Fig. 1: run 1, layout detail
Window x 67 to 92, y 14 to 39 um. Cells in gray, sequential cells in the stronger gray; small squares are vias.
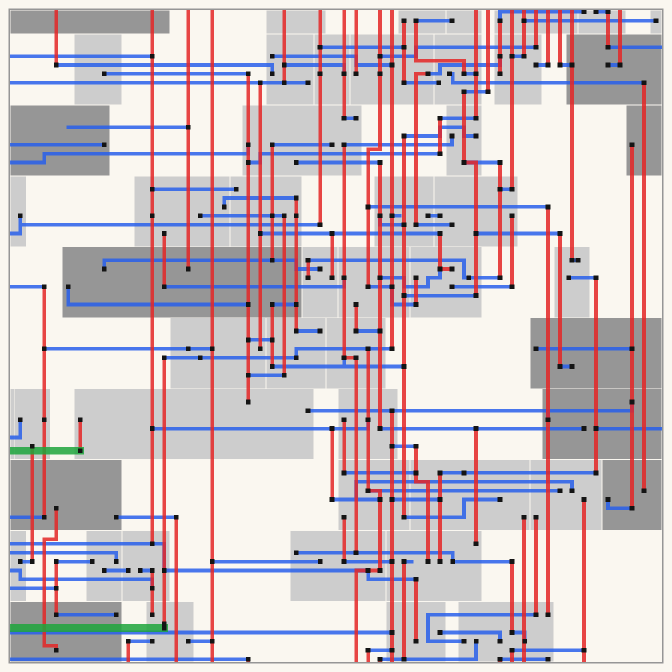
Fig. 2: run 1, power grid
Scale bar: 20 um. Pins as bars on the die edge. Tap cells in gray.
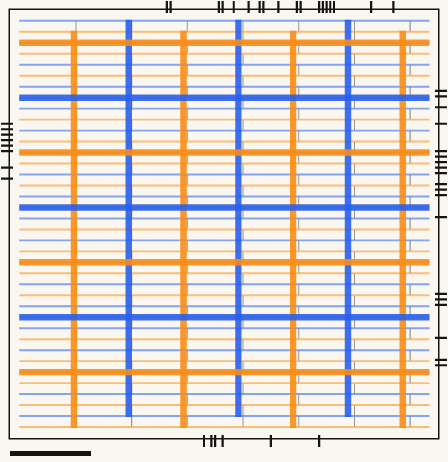
Fig. 3: run 1, signal wires on met4
Cells faint in the background.
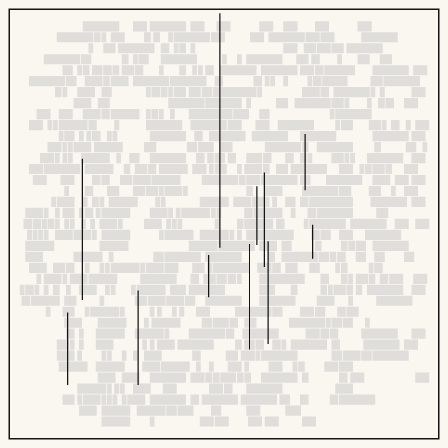
--- src/rtl/life_gen_engine_pkg.sv ---
// Shared types and Game-of-Life rule constants for the generation engine.
package life_gen_engine_pkg;

  typedef enum logic [2:0] {IDLE, FILL_A, FILL_B, FILL_C, RD, WR} state_t;

  localparam logic [3:0] BIRTH      = 4'd3;
  localparam logic [3:0] SURVIVE_LO = 4'd2;
  localparam logic [3:0] SURVIVE_HI = 4'd3;

  function automatic logic cell_next(input logic alive, input logic [3:0] n);
    return alive ? ((n >= SURVIVE_LO) && (n <= SURVIVE_HI)) : (n == BIRTH);
  endfunction

endpackage

--- src/rtl/life_gen_engine_if.sv ---
// Control, status and row-memory bundle between the engine (master) and its host (slave).
interface life_gen_engine_if #(
  parameter int WIDTH  = 8,
  parameter int HEIGHT = 8,
  parameter int GEN_W  = 16
);
  localparam int ADDR_W = $clog2(HEIGHT);
  localparam int LIVE_W = $clog2(WIDTH*HEIGHT+1);

  logic              start;
  logic              run;
  logic              busy;
  logic              done;
  logic [ADDR_W-1:0] mem_addr;
  logic              mem_re;
  logic              mem_we;
  logic [WIDTH-1:0]  mem_wdata;
  logic [WIDTH-1:0]  mem_rdata;
  logic [GEN_W-1:0]  gen_count;
  logic [LIVE_W-1:0] live_count;
  logic              stable;

  modport master (
    input  start, run, mem_rdata,
    output busy, done, mem_addr, mem_re, mem_we, mem_wdata, gen_count, live_count, stable
  );

  modport slave (
    output start, run, mem_rdata,
    input  busy, done, mem_addr, mem_re, mem_we, mem_wdata, gen_count, live_count, stable
  );
endinterface

--- src/rtl/life_row_next.sv ---
// Combinational next-generation row from a 3-row window; column edges wrap or read dead.
module life_row_next
  import life_gen_engine_pkg::*;
#(
  parameter int WIDTH = 8,
  parameter bit WRAP  = 1'b1
) (
  input  logic [WIDTH-1:0] above,
  input  logic [WIDTH-1:0] cur,
  input  logic [WIDTH-1:0] below,
  output logic [WIDTH-1:0] nxt
);

  for (genvar c = 0; c < WIDTH; c++) begin : g_col
    localparam int CL   = (c == 0) ? WIDTH-1 : c-1;
    localparam int CH   = (c == WIDTH-1) ? 0 : c+1;
    localparam bit EN_L = WRAP || (c != 0);
    localparam bit EN_H = WRAP || (c != WIDTH-1);

    logic [7:0] nb;
    logic [3:0] sum;

    // Edge neighbours are masked rather than wrapped when the board has dead borders.
    assign nb  = {above[CL] & EN_L, above[c], above[CH] & EN_H,
                  cur[CL]   & EN_L,           cur[CH]   & EN_H,
                  below[CL] & EN_L, below[c], below[CH] & EN_H};
    assign sum = 4'($countones(nb));
    assign nxt[c] = cell_next(cur[c], sum);
  end

endmodule

--- src/rtl/life_gen_engine.sv ---
// Game-of-Life generation sequencer: walks the row RAM with a 3-row window, one generation per start.
module life_gen_engine
  import life_gen_engine_pkg::*;
#(
  parameter int WIDTH  = 8,
  parameter int HEIGHT = 8,
  parameter bit WRAP   = 1'b1,
  parameter int GEN_W  = 16
) (
  input logic               ph1,
  input logic               reset,
  life_gen_engine_if.master bus
);

  localparam int ADDR_W = $clog2(HEIGHT);
  localparam int LIVE_W = $clog2(WIDTH*HEIGHT+1);
  localparam logic [ADDR_W-1:0] LAST = ADDR_W'(HEIGHT-1);

  state_t            state, nxt;
  logic [ADDR_W-1:0] row, row_nxt;
  logic [WIDTH-1:0]  above, cur, row0, below, next_row;
  logic [LIVE_W-1:0] live_acc, row_pop;
  logic              chg, row_chg;

  logic              re_d, we_d, re_q, we_q;
  logic [ADDR_W-1:0] addr_d, addr_q;
  logic              done_q, stable_q;
  logic [GEN_W-1:0]  gen_q;
  logic [LIVE_W-1:0] live_q;

  // State register plus registered memory strobes (decoded from the upcoming state).
  always_ff @(posedge ph1 or posedge reset) begin
    if (reset) begin
      state  <= IDLE;
      row    <= '0;
      re_q   <= 1'b0;
      we_q   <= 1'b0;
      addr_q <= '0;
    end else begin
      state  <= nxt;
      row    <= row_nxt;
      re_q   <= re_d;
      we_q   <= we_d;
      addr_q <= addr_d;
    end
  end

  always_comb begin
    nxt     = state;
    row_nxt = row;
    case (state)
      IDLE:   if (bus.start || bus.run) nxt = FILL_A;
      FILL_A: nxt = FILL_B;
      FILL_B: nxt = FILL_C;
      FILL_C: begin nxt = RD; row_nxt = '0; end
      RD:     nxt = WR;
      WR: begin
        if (row == LAST) begin
          nxt     = IDLE;
          row_nxt = '0;
        end else begin
          nxt     = RD;
          row_nxt = row + 1'b1;
        end
      end
      default: nxt = IDLE;
    endcase
  end

  always_comb begin
    re_d   = 1'b0;
    we_d   = 1'b0;
    addr_d = '0;
    case (nxt)
      FILL_A: begin re_d = 1'b1; addr_d = LAST; end
      FILL_B: begin re_d = 1'b1; addr_d = '0; end
      RD: begin
        re_d   = (row_nxt < LAST);
        addr_d = re_d ? row_nxt + 1'b1 : row_nxt;
      end
      WR: begin we_d = 1'b1; addr_d = row_nxt; end
      default: ;
    endcase
  end

  // Bottom row's lower neighbour is the saved copy of old row 0, which has been overwritten by now.
  assign below   = (row != LAST) ? bus.mem_rdata : (WRAP ? row0 : '0);
  assign row_chg = (next_row != cur);

  life_row_next #(.WIDTH(WIDTH), .WRAP(WRAP)) u_next (
    .above (above),
    .cur   (cur),
    .below (below),
    .nxt   (next_row)
  );

  always_comb begin
    row_pop = '0;
    for (int i = 0; i < WIDTH; i++) row_pop = row_pop + LIVE_W'(next_row[i]);
  end

  always_ff @(posedge ph1 or posedge reset) begin
    if (reset) begin
      above    <= '0;
      cur      <= '0;
      row0     <= '0;
      live_acc <= '0;
      chg      <= 1'b0;
      done_q   <= 1'b0;
      gen_q    <= '0;
      live_q   <= '0;
      stable_q <= 1'b0;
    end else begin
      done_q <= (state == WR) && (row == LAST);
      case (state)
        FILL_A: begin
          live_acc <= '0;
          chg      <= 1'b0;
        end
        FILL_B: above <= WRAP ? bus.mem_rdata : '0;
        FILL_C: begin
          cur  <= bus.mem_rdata;
          row0 <= bus.mem_rdata;
        end
        WR: begin
          above    <= cur;
          cur      <= below;
          live_acc <= live_acc + row_pop;
          chg      <= chg | row_chg;
          if (row == LAST) begin
            gen_q    <= gen_q + 1'b1;
            live_q   <= live_acc + row_pop;
            stable_q <= ~(chg | row_chg);
          end
        end
        default: ;
      endcase
    end
  end

  assign bus.busy       = (state != IDLE);
  assign bus.done       = done_q;
  assign bus.mem_re     = re_q;
  assign bus.mem_we     = we_q;
  assign bus.mem_addr   = addr_q;
  assign bus.mem_wdata  = (state == WR) ? next_row : '0;
  assign bus.gen_count  = gen_q;
  assign bus.live_count = live_q;
  assign bus.stable     = stable_q;

endmodule

--- src/flat_wrapper.sv ---
// flat-port wrapper written by rule: the top's interface ports become plain ports
module life_gen_engine_flat import life_gen_engine_pkg::*;
#(
  parameter int WIDTH  = 8,
  parameter int HEIGHT = 8,
  parameter bit WRAP   = 1'b1,
  parameter int GEN_W  = 16
)
  (ph1, reset, bus_start, bus_run, bus_mem_rdata, bus_busy, bus_done, bus_mem_addr, bus_mem_re, bus_mem_we, bus_mem_wdata, bus_gen_count, bus_live_count, bus_stable);
  life_gen_engine_if #(.WIDTH(WIDTH), .HEIGHT(HEIGHT), .GEN_W(GEN_W)) bus_i ();
  input logic ph1;
  input logic reset;
  input wire logic [$bits(bus_i.start)-1:0] bus_start;
  input wire logic [$bits(bus_i.run)-1:0] bus_run;
  input wire logic [$bits(bus_i.mem_rdata)-1:0] bus_mem_rdata;
  output wire logic [$bits(bus_i.busy)-1:0] bus_busy;
  output wire logic [$bits(bus_i.done)-1:0] bus_done;
  output wire logic [$bits(bus_i.mem_addr)-1:0] bus_mem_addr;
  output wire logic [$bits(bus_i.mem_re)-1:0] bus_mem_re;
  output wire logic [$bits(bus_i.mem_we)-1:0] bus_mem_we;
  output wire logic [$bits(bus_i.mem_wdata)-1:0] bus_mem_wdata;
  output wire logic [$bits(bus_i.gen_count)-1:0] bus_gen_count;
  output wire logic [$bits(bus_i.live_count)-1:0] bus_live_count;
  output wire logic [$bits(bus_i.stable)-1:0] bus_stable;
  assign bus_i.start = bus_start;
  assign bus_i.run = bus_run;
  assign bus_i.mem_rdata = bus_mem_rdata;
  assign bus_busy = bus_i.busy;
  assign bus_done = bus_i.done;
  assign bus_mem_addr = bus_i.mem_addr;
  assign bus_mem_re = bus_i.mem_re;
  assign bus_mem_we = bus_i.mem_we;
  assign bus_mem_wdata = bus_i.mem_wdata;
  assign bus_gen_count = bus_i.gen_count;
  assign bus_live_count = bus_i.live_count;
  assign bus_stable = bus_i.stable;
  life_gen_engine #(.WIDTH(WIDTH), .HEIGHT(HEIGHT), .WRAP(WRAP), .GEN_W(GEN_W)) u_core (.ph1(ph1), .reset(reset), .bus(bus_i));
endmodule
--- config.mk ---
export PLATFORM = sky130hd
export DESIGN_NAME = life_gen_engine_flat
export DESIGN_NICKNAME = d
export VERILOG_FILES = /design/src/rtl/life_gen_engine_pkg.sv /design/src/rtl/life_gen_engine_if.sv /design/src/rtl/life_row_next.sv /design/src/rtl/life_gen_engine.sv /design/src/flat_wrapper.sv
export SDC_FILE = /design/constraint.sdc
export NUM_CORES = 1
export LEC_CHECK = 0
export CAP_MARGIN = 20
export CORE_MARGIN = 2
export CORE_UTILIZATION = 50
export CTS_BUF_LIST = sky130_fd_sc_hd__clkbuf_16
export DETAILED_ROUTE_END_ITERATION = 6
export PLACE_DENSITY_LB_ADDON = 0.1
export SYNTH_ARGS = -nofsm -noshare
export SYNTH_HDL_FRONTEND = slang
export SYNTH_HIERARCHICAL = 1
export SYNTH_SLANG_ARGS = --single-unit
--- constraint.sdc ---
create_clock -name ph1 -period 11.5 [get_ports ph1]
set_input_delay 1.725 -clock ph1 [delete_from_list [all_inputs] [get_ports ph1]]
set_output_delay 1.725 -clock ph1 [all_outputs]
set_load 0.005 [all_outputs]
==> notes.md, run 1 <==
The synthesis and place-and-route flow finished, so here is a summary.

The first-pass GRT wire length came out at 20700 um. Detailed routing placed a total of 5650 um of wire on met2. The post-synthesis sequential area ratio is 32.7%. The detailed router used layers up to and including met4. The script parses the final routing iteration and logs DRC violations as 0. The met3 demand-to-capacity share in global routing is 3.37%. 51 I/O pins were placed. For the final database, setup skew stands at 0.00865 ns. The number of cells reported by Yosys stat comes to approximately 530.

Checking hold timing, the worst path is listed with class reg -> reg. The total via count in the routed design is 4026. The final setup violation count is 0.

Setup repair after global routing left no endpoint under its margin. The total met3 wirelength after detailed routing came out at 487 um. Per the post-synthesis report, the number of cells in the design is 532.

The reg2reg setup slack came out at 4.19 ns. The total number of clock tree sinks is 68. STA classifies the critical path endpoint as a flop.

Measured in cells, the most critical reg-to-reg path has a length of 23. Per the STA report, the cell with the highest stage delay on the worst path is sky130_fd_sc_hd__fa_1. The post-synthesis register bit count came out at between 60 and 70. The top-area cell type share of the netlist area came out at about 33%. The TritonCTS clock tree is yes. The net count after synthesis is 624. The instance count along the most critical hold path came out at 1.

The logic depth of the worst path, buffers included is 23. Looking at the gate-level netlist, the highest instance count belongs to sky130_fd_sc_hd__inv_1. The distinct cell type count after synthesis came out at 61. The signal on the critical path passes through clkdlybuf4s50_1, mux2_2, inv_1, fa_1, fa_1, inv_1, ha_1, inv_1, fa_1, nor2_1, a31oi_1, nor3_1, fa_1, inv_1, fa_1, fa_1, fa_1, inv_1, fa_1, a21o_1, a21oi_1, o21ai_0, a31oi_1. For this configuration, the core starts out at a cell density of 50.9%. Grouping non-sequential cells by family puts the most area in adder cells.

The layer flagged by global routing as most heavily used is met2. In this run the layout overhead on the synthesized area is reported as 17.7%. The cell area after placement is 5810 um2. The global-route total usage across every layer is 23.1%. In this design, the largest share of critical-path delay is due to adder cells. The number of nets in the layout came out at 668. The run finished with clean final reports.

The clock latency on the worst-skew pair came out at 0.33 ns. The width of the chip is 106 um.

The summed standard-cell area reported by yosys is approximately 5200 um2. OpenSTA lists the critical path endpoint as u_core/bus.live_count[6]$_DFFE_PP0P_. The detailed-routing iteration count for the pre-antenna-repair pass is 5. The number of gates resized after CTS came out at 0. The worst path required time came out at 11.76 ns. The launch point of the worst hold path is u_core/row0[0]$_DFFE_PP0N_.

Per STA, the highest per-stage delay on the worst path measures around 0.52 ns. Counting only logic cells after layout, the most numerous master is sky130_fd_sc_hd__inv_1. In the placement report, post-DP HPWL is listed as 8840 um. The netlist area before placement came out at 5210 um2. The maximum buffer depth of the clock tree is 2. Counting stages on the worst path, the most repeated cell is sky130_fd_sc_hd__fa_1. The final layout reports a setup TNS of 0 ns. The total inserted antenna cells came out at 0. For this run, the leading register cell type out of synthesis is sky130_fd_sc_hd__dfrtp_1. The met1 capacity usage during global routing came out at 32.2%.

In this run, synthesis inferred 0 flip-flops with an integrated enable. The layout cell share with drive strength beyond 1 is 7.06%. The basic-gate share of the synthesized area counting and, or, nand and nor cells came out at 13.9%. The critical path launch point is bus_mem_rdata[3].

The initial antenna violation count came out at 0. The via count of the first global-routing pass came out at about 4.2k. The tally of max-capacitance violations is 0. Looking at area per cell type in the netlist, the leader is sky130_fd_sc_hd__dfrtp_1. The reg-to-reg endpoint is u_core/bus.live_count[6]$_DFFE_PP0P_. The chip area is approximately 11000 um2. The launching element type of the critical path is a primary input. The antenna violation net count after detailed routing is 0. The register with the most flip-flops in the layout has 16 of them. The number of endpoints with negative hold slack in the final report came out at 0. Per the slew report, the remaining headroom to the max-slew limit stands at between 30% and 40%.
## Picture notes: Fig. 1
legend:
  M2:
    color: red
  M3:
    color: green
  M1:
    color: blue
sequential cells in the window: 2
netlist names of flops here include: u_core/bus.mem_addr (1), u_core/row (1)
cells with their middle in the window: 34
most frequent: nor2b_1 (3), nand2_1 (3), nor3_1 (3)

## Picture notes: Fig. 2
legend:
  VSS:
    color: orange
  VDD:
    color: blue
met1 rails: 38
tap cells: 136
met5 straps: 7
rows: 37

## Picture notes: Fig. 3
wire length on this layer: 254 um
main direction: vertical
share of all routed wire: 2.1%
nets with wire on the layer: 8
longest straight run: 57.8 um

## run 1: stage by stage
| stage | worst slack, ns | hold slack, ns | util (%) | cells |
|---|---|---|---|---|
| global route | 3.34 | 0.500 | 59.9 | 717 |
| CTS | 3.74 | 0.473 | 59.9 | 717 |
| floorplan | 4.36 | 0.444 | - | 532 |
| global placement | 3.64 | 0.452 | 56.8 | 701 |
| detailed placement | 3.46 | 0.460 | 56.8 | 701 |
| finish | 3.73 | 0.475 | 59.9 | 717 |
## run 1: area by class of cell
type                       instances  area (um2)  area share [%]
sequential                        68        1700            27.8
multi-input combinational        351        3060            49.9
tap                              136         170            2.78
timing repair buffer              54         531            8.66
inverter                          92         348            5.68
clock buffer                       9         225            3.67
clock inverter                     7        92.6            1.51
Fig. 4: run 1, congestion heat map
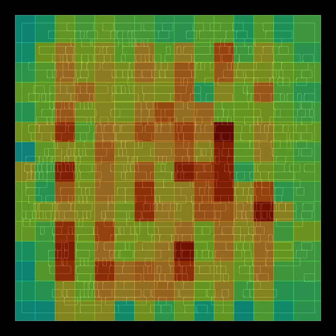

==> inputs of run 2 (changes only) <==
==> constraint.sdc (replaced) <==
create_clock -name ph1 -period 7.7 [get_ports ph1]
set_input_delay 1.155 -clock ph1 [delete_from_list [all_inputs] [get_ports ph1]]
set_output_delay 1.155 -clock ph1 [all_outputs]
set_load 0.005 [all_outputs]
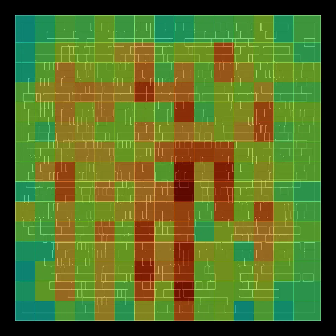
Fig. 5. Congestion heat map (run 2).
post-route core utilization: 60.3%
wire per inst: 16.2 um
global routing usage on met2: 36.5%

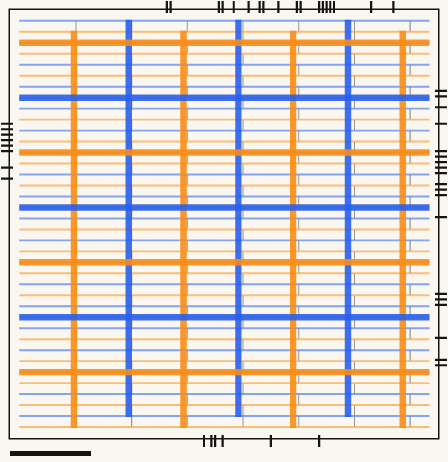
Fig. 6. Power grid (run 2).
Scale bar: 20 um. Pins as bars on the die edge. Tap cells in gray.
legend:
  VDD:
    color: blue
  VSS:
    color: orange
tap cells: 136
met4 straps: 7
signal pins: 51
rows: 37

==> run 2 against run 1 <==
Net effect:
- final cell count rose by 0.42%
- core utilization rose by 0.44 points
- first-iteration DRC count fell by 15%
- worst hold slack got worse by 0.014 ns
- register-to-register slack got worse by 3.6 ns
- via count fell by 1.4%
- largest cell class unchanged
- sequential share of layout area fell by 0.20 points
- synthesized cell count did not move
==> notes.md, run 2 <==
The synthesis and place-and-route flow finished, so here is a summary.

The flow ran to the end, and the final reports show no timing, DRC or antenna violations. The total via count in the routed design is 3968 (-1.4%). The clock latency on the worst-skew pair came out at 0.33 ns (about the same). The layout cell share with drive strength beyond 1 came to 7.53% (+0.48 points). The post-synthesis register bit count came to 68 (unchanged). The cell sequence reported for the critical path is clkdlybuf4s50_1, mux2_2, inv_1, fa_1, fa_1, inv_1, ha_1, inv_1, fa_1, a211o_1, a211oi_2, fa_1, inv_1, fa_1, fa_1, fa_1, inv_1, fa_1, a21o_1, a21oi_1, o21ai_0, a31oi_1. The global-route total usage across every layer came out at 22.7% (-0.46 points). The combinational family with the most area after synthesis is adder cells. The reg2reg setup slack came out at 0.60 ns (-3.59 ns).

The antenna violation net count after detailed routing is 0 (unchanged). The cell area after placement came to 5830 um2 (+0.39%). The detailed-routing iteration count for the pre-antenna-repair pass came to 4 (-1). Looking at the gate-level netlist, the highest instance count belongs to sky130_fd_sc_hd__inv_1. The sequential cell area is 1700 um2 (unchanged). The tally of max-capacitance violations came out at 0 (unchanged). The summed standard-cell area reported by yosys came to 5210 um2 (unchanged).

TritonCTS built the clock tree. The via count of the first global-routing pass was 4080 (-2.4%).

The number of standard cells after synthesis is 532 (unchanged). The total number of clock tree sinks came out at 68 (unchanged). In this run the top signal layer used is met4.

The number of nets in the layout is 671 (+0.45%). The delay of the slowest cell on the worst path came out at 0.59 ns (+0.07 ns). The primary flip-flop cell chosen by synthesis mapping is sky130_fd_sc_hd__dfrtp_1. The initial antenna violation count came out at 0 (unchanged). The number of endpoints with negative hold slack in the final report is 0 (unchanged). The number of nets produced by synthesis came out at 624 (unchanged).

The chip area is 11200 um2 (unchanged). The area added between synthesis and finish is 18.6%. The instance count along the most critical hold path came out at 1 (unchanged). The worst clock skew came out at 0.00790 ns (-0.000747 ns). The count of flip-flops with a built-in enable after synthesis is 0 (unchanged). The logic depth of the worst path, buffers included is 22 (-4.3%). The top-area cell type share of the netlist area is 32.7% (unchanged).

The maximum buffer depth of the clock tree is 2 (unchanged). The I/O pin count is 51 (unchanged).
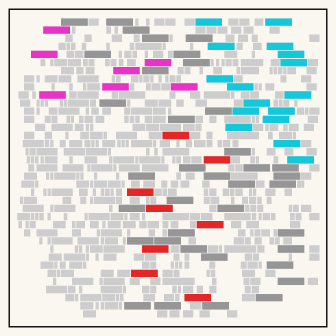
Fig. 7. Sequential cells colored by netlist name (run 2).
Other sequential cells in the stronger gray, the rest of the logic in the fainter gray.
legend:
  u_core/live_acc:
    color: magenta
    flops: 7
  u_core/bus.gen_count:
    color: cyan
    flops: 16
  u_core/cur:
    color: red
    flops: 8
not colored: 37

==> run 2: through the flow <==
step           setup slack [ns]  cells  hold WS, ns
2_1_floorplan              1.06    532        0.444
3_3_place_gp              0.374    703        0.452
3_5_place_dp              0.219    704        0.461
4_1_cts                   0.564    720        0.468
5_1_grt                   0.150    720        0.486
6_report                  0.540    720        0.462
==> run 2: area by class of cell <==
class / count / area share, %
repair buffers: 57 / 8.96
multi-input cells: 351 / 49.6
flip-flops and latches: 68 / 27.6
clock buffers: 9 / 3.65
well taps: 136 / 2.76
inverters: 92 / 5.63
clock inverters: 7 / 1.86
Fig. 8: run 2, routed metal, one color a layer
Only two layers are drawn.
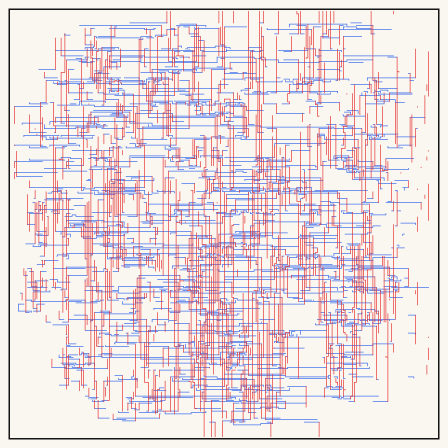

==> inputs of run 3 (changes only) <==
--- a/config.mk
+++ b/config.mk
@@ -6,10 +6,10 @@
 export NUM_CORES = 1
 export LEC_CHECK = 0
 export CAP_MARGIN = 20
-export CORE_MARGIN = 2
 export CORE_UTILIZATION = 50
 export CTS_BUF_LIST = sky130_fd_sc_hd__clkbuf_16
 export DETAILED_ROUTE_END_ITERATION = 6
+export GPL_ROUTABILITY_DRIVEN = 0
 export PLACE_DENSITY_LB_ADDON = 0.1
 export SYNTH_ARGS = -nofsm -noshare
 export SYNTH_HDL_FRONTEND = slang
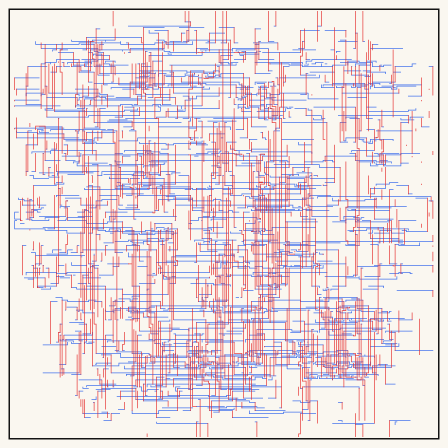
Fig. 9. Routed metal, one color a layer (run 3).
Only two layers are drawn.
legend:
  M2:
    color: red
    wire_length: 5400 um
  M1:
    color: blue
    wire_length: 5550 um

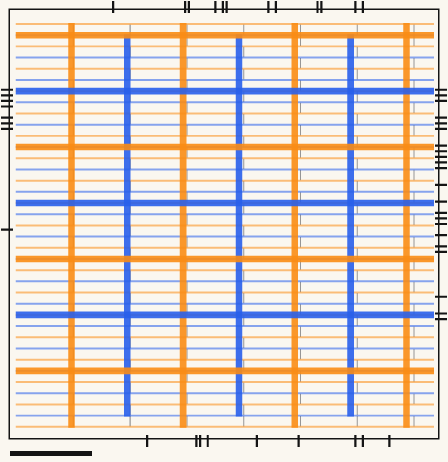
Fig. 10. Power grid (run 3).
Scale bar: 20 um. Pins as bars on the die edge. Tap cells in gray.
legend:
  VDD:
    color: blue
  VSS:
    color: orange
met4 straps: 7
rows: 36

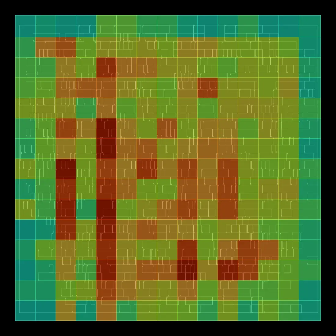
Fig. 11. Congestion heat map (run 3).
Top Usage Layer GRT: met2
global routing usage on met2: 35.5%
Tot GR Track Use: 23.0%
global routing met3 resource utilization: 3.45%

==> run 3 against run 2 <==
Net effect:
- largest cell class unchanged
- count of clock-buffer cells in the layout is the same
- routed wire length shrank 0.31%
- critical path type is now reg -> reg
- highest routed layer unchanged
==> notes.md, run 3 <==
The synthesis and place-and-route flow finished, so here is a summary.

The count of instantiated cells in the yosys netlist came out at 532. The number of flip-flops and latches is 68 (unchanged). The clock latency on the worst-skew pair is 0.33 ns (about the same). The reg2reg setup slack was 0.51 ns (-0.09 ns). The number of buffers outside the clock class in the layout is 57 (unchanged).

TritonCTS built the clock tree. The tally of max-capacitance violations came out at 0 (unchanged). The largest cell class by area is logic gates.

The non-clock buffer area fraction after layout is 9.00% (+0.038 points). The post-synthesis register bit count came out at 68 (unchanged). The final setup slack of the worst path is 0.513 ns (-0.0275 ns). The chip area is 10800 um2 (-3.7%). The number of standard cells after synthesis is 532 (unchanged).

The number of nets in the layout is 671 (unchanged). The layout cell share with drive strength beyond 1 is 7.53% (unchanged). After detailed routing, no signal wire sits above met4. The tap cell count came out at 133 (-2.2%). The summed standard-cell area reported by yosys was 5210 um2 (unchanged).

The average detailed-routed wire length per instance came out at 16.2 um (+0.11%). The antenna violation net count after detailed routing was 0 (unchanged). The run finished with clean final reports. In this run the layout overhead on the synthesized area is reported as 18.1%. The count of flip-flops with a built-in enable after synthesis is 0 (unchanged). The combinational share of cell area is 49.8% (+0.21 points).

The I/O pin count is 51 (unchanged). The top-area cell type share of the netlist area came to 32.7% (unchanged).

The post-layout utilization of the core is 61.8% (+1.4 points). The distinct cell type count after synthesis came out at 61. The initial antenna violation count is 0 (unchanged). The detailed-routing iteration count for the pre-antenna-repair pass came out at 5 (+1). Among the stages of the critical path, the cell type that occurs most often is sky130_fd_sc_hd__fa_1. The total number of clock tree sinks was 68 (unchanged).

The layout multi-input combinational cell count was 351 (unchanged). The number of cells in the finished layout apart from fillers came out at 717 (-0.42%). The non-clock inverter instance count of the final layout came out at 92 (unchanged). The sequential share of cell area came to 27.7% (+0.12 points).

The cell count after placement came out at 701 (-0.43%). The relative area of clock buffers and inverters in the final design came out at 5.17% (-0.34 points). The via count of the first global-routing pass was 3964 (-2.8%). The cell area after placement is 5830 um2 (about the same). The number of nets produced by synthesis is 624 (unchanged). The timing report shows that the slowest cell on the worst path is sky130_fd_sc_hd__fa_1. The number of endpoints with negative hold slack in the final report is 0 (unchanged). The number of clock buffers in the layout came out at 9 (unchanged).

The worst clock skew is 0.00404 ns (-0.00386 ns). The worst hold margin came to 0.463 ns (+0.00104 ns). sky130_fd_sc_hd__inv_1 is the most common cell in the netlist. In the synthesized netlist the dominant register cell turns out to be sky130_fd_sc_hd__dfrtp_1.

Grouping non-sequential cells by family puts the most area in adder cells. The sequential cell area came out at 1700 um2 (unchanged). The total via count in the routed design is 3986 (+0.45%). The maximum buffer depth of the clock tree came to 2 (unchanged).
[run 3: cell counts after synthesis]
No cell type changed its count.
[run 3: final timing paths]
check / start / endpoint / cells after the start
worst max register to register: u_core/row[0]$_DFF_PP0_ / u_core/bus.live_count[6]$_DFFE_PP0P_ / 26
worst min-delay path: u_core/bus.gen_count[15]$_DFFE_PP0P_ / u_core/bus.gen_count[15]$_DFFE_PP0P_ / 1
min in group asynchronous: reset / u_core/bus.gen_count[9]$_DFFE_PP0P_ / 3
worst max-delay path: u_core/row[0]$_DFF_PP0_ / u_core/bus.live_count[6]$_DFFE_PP0P_ / 26
worst min register to register: u_core/bus.gen_count[15]$_DFFE_PP0P_ / u_core/bus.gen_count[15]$_DFFE_PP0P_ / 1
max in group asynchronous: reset / u_core/cur[3]$_DFFE_PP0N_ / 3
